**Register map, names as in the netlist**

Drawn at 4 px/micron.
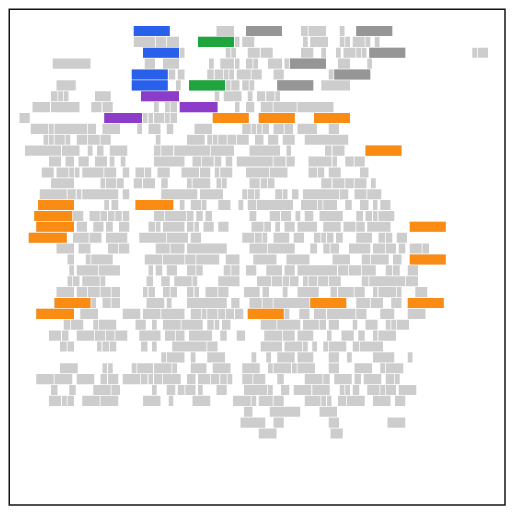
**Cells colored by class**

Drawn at 4 px/micron. Fill, decap, tap and diode cells in gray.
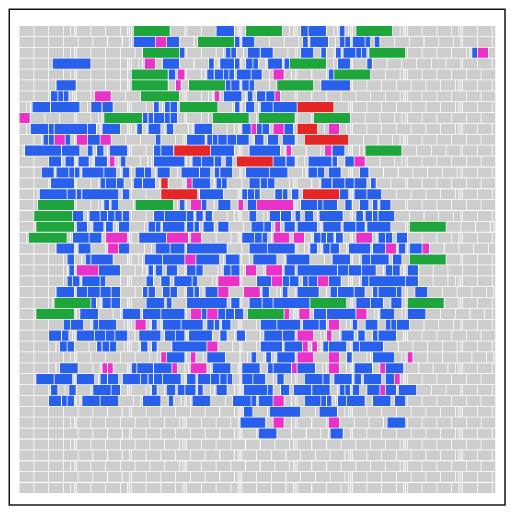
**Congestion heat map**

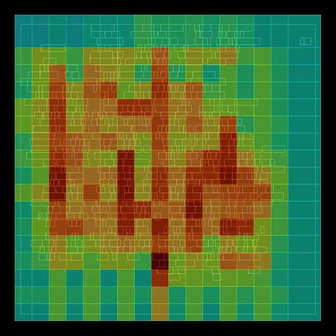
==> config.mk <==
export PLATFORM = sky130hd
export DESIGN_NAME = bet_entry
export DESIGN_NICKNAME = d
export VERILOG_FILES = /design/src/rtl/bet_entry.sv
export SDC_FILE = /design/constraint.sdc
export NUM_CORES = 1
export LEC_CHECK = 0
export CAP_MARGIN = 30
export CORE_MARGIN = 2
export CORE_UTILIZATION = 31
export DETAILED_ROUTE_END_ITERATION = 6
export DONT_BUFFER_PORTS = 1
export GPL_TIMING_DRIVEN = 0
export SYNTH_ARGS = -nofsm -noshare
export SYNTH_HDL_FRONTEND = slang
export SYNTH_SLANG_ARGS = --single-unit
==> constraint.sdc <==
create_clock -name clk -period 6.1 [get_ports clk]
set_input_delay 0.915 -clock clk [delete_from_list [all_inputs] [get_ports clk]]
set_output_delay 0.915 -clock clk [all_outputs]
set_load 0.03 [all_outputs]
==> run notes <==
impl run done, here's what came out: average instance area after synthesis=7.94 sq um, clock buffer count=6, ao+oa area frac=0.287, Setup crit end kind=flip-flop, portion of total power attributed to the clock network=0.112, main logic family after synthesis=AND-OR/OR-AND gates, Post-Layout Cell Count=784, MUX area fraction=0.0133, result of the run=finished with violations, area share of xor/xnor cells in the synthesized design=0.0435, failing checks=setup timing, Inverters excl. clock=48, # setup viols final=16, initial antenna violation count=0, n_taps=180, share of Yosys cell area claimed by the top area cell type=0.181, layout sequential cell count=31, VDD IR-drop max=0.000291 V, number of vias per cell=5.92, most area-hungry cell type in the Yosys netlist=ha_1, busiest layer in global routing=met2, minimum setup slack in the final design=-0.250 ns, most frequent cell after synthesis=ha_1, post-placement cell count=739, ANT cells=0, worst r2r path cells=26, first-pass GRT wire length=25000 microns, final antenna-violating net count=0, slew at the pin closest to its max-slew limit=0.770 ns, cell leakage power=2.52 nW, highest routing layer actually used=met4, post-synthesis cell type count=80, number of DRC violations after detailed routing=0, Detailed Route Iter0 Violations=330, Global Route met1 Usage=0.269, ranking of synthesized cells by area=ha_1 (18%), dfrtp_1 (17%), a21oi_1 (4.3%)
Back to the opening pictures, 'register map, names as in the netlist':
color	name in the netlist	placed flops
green	phase	2
blue	prev_state_q	4
purple	step_size	3
orange	bet_amount	16
Seq power: 498 uW
area of all sequential standard cells: 786 sq um
sequential fraction of total cell area: 0.137
final core utilization: 0.412

Back to the opening pictures, 'cells colored by class':
color	class	cells	share of their area
magenta	remaining buffers and delay cells	72	9.5%
red	clock drivers and dummy loads	8	3.2%
blue	remaining logic cells	493	73%
green	registers	31	14%
finished layout cell area: 5750 sq um
number of rows created at floorplan: 43
Core Region: 13900 sq um

Back to the opening pictures, 'congestion heat map':
global-route met3 utilization: 0.0595
met2 Usage GRT: 0.358

Power and IR drop assume default switching activity.
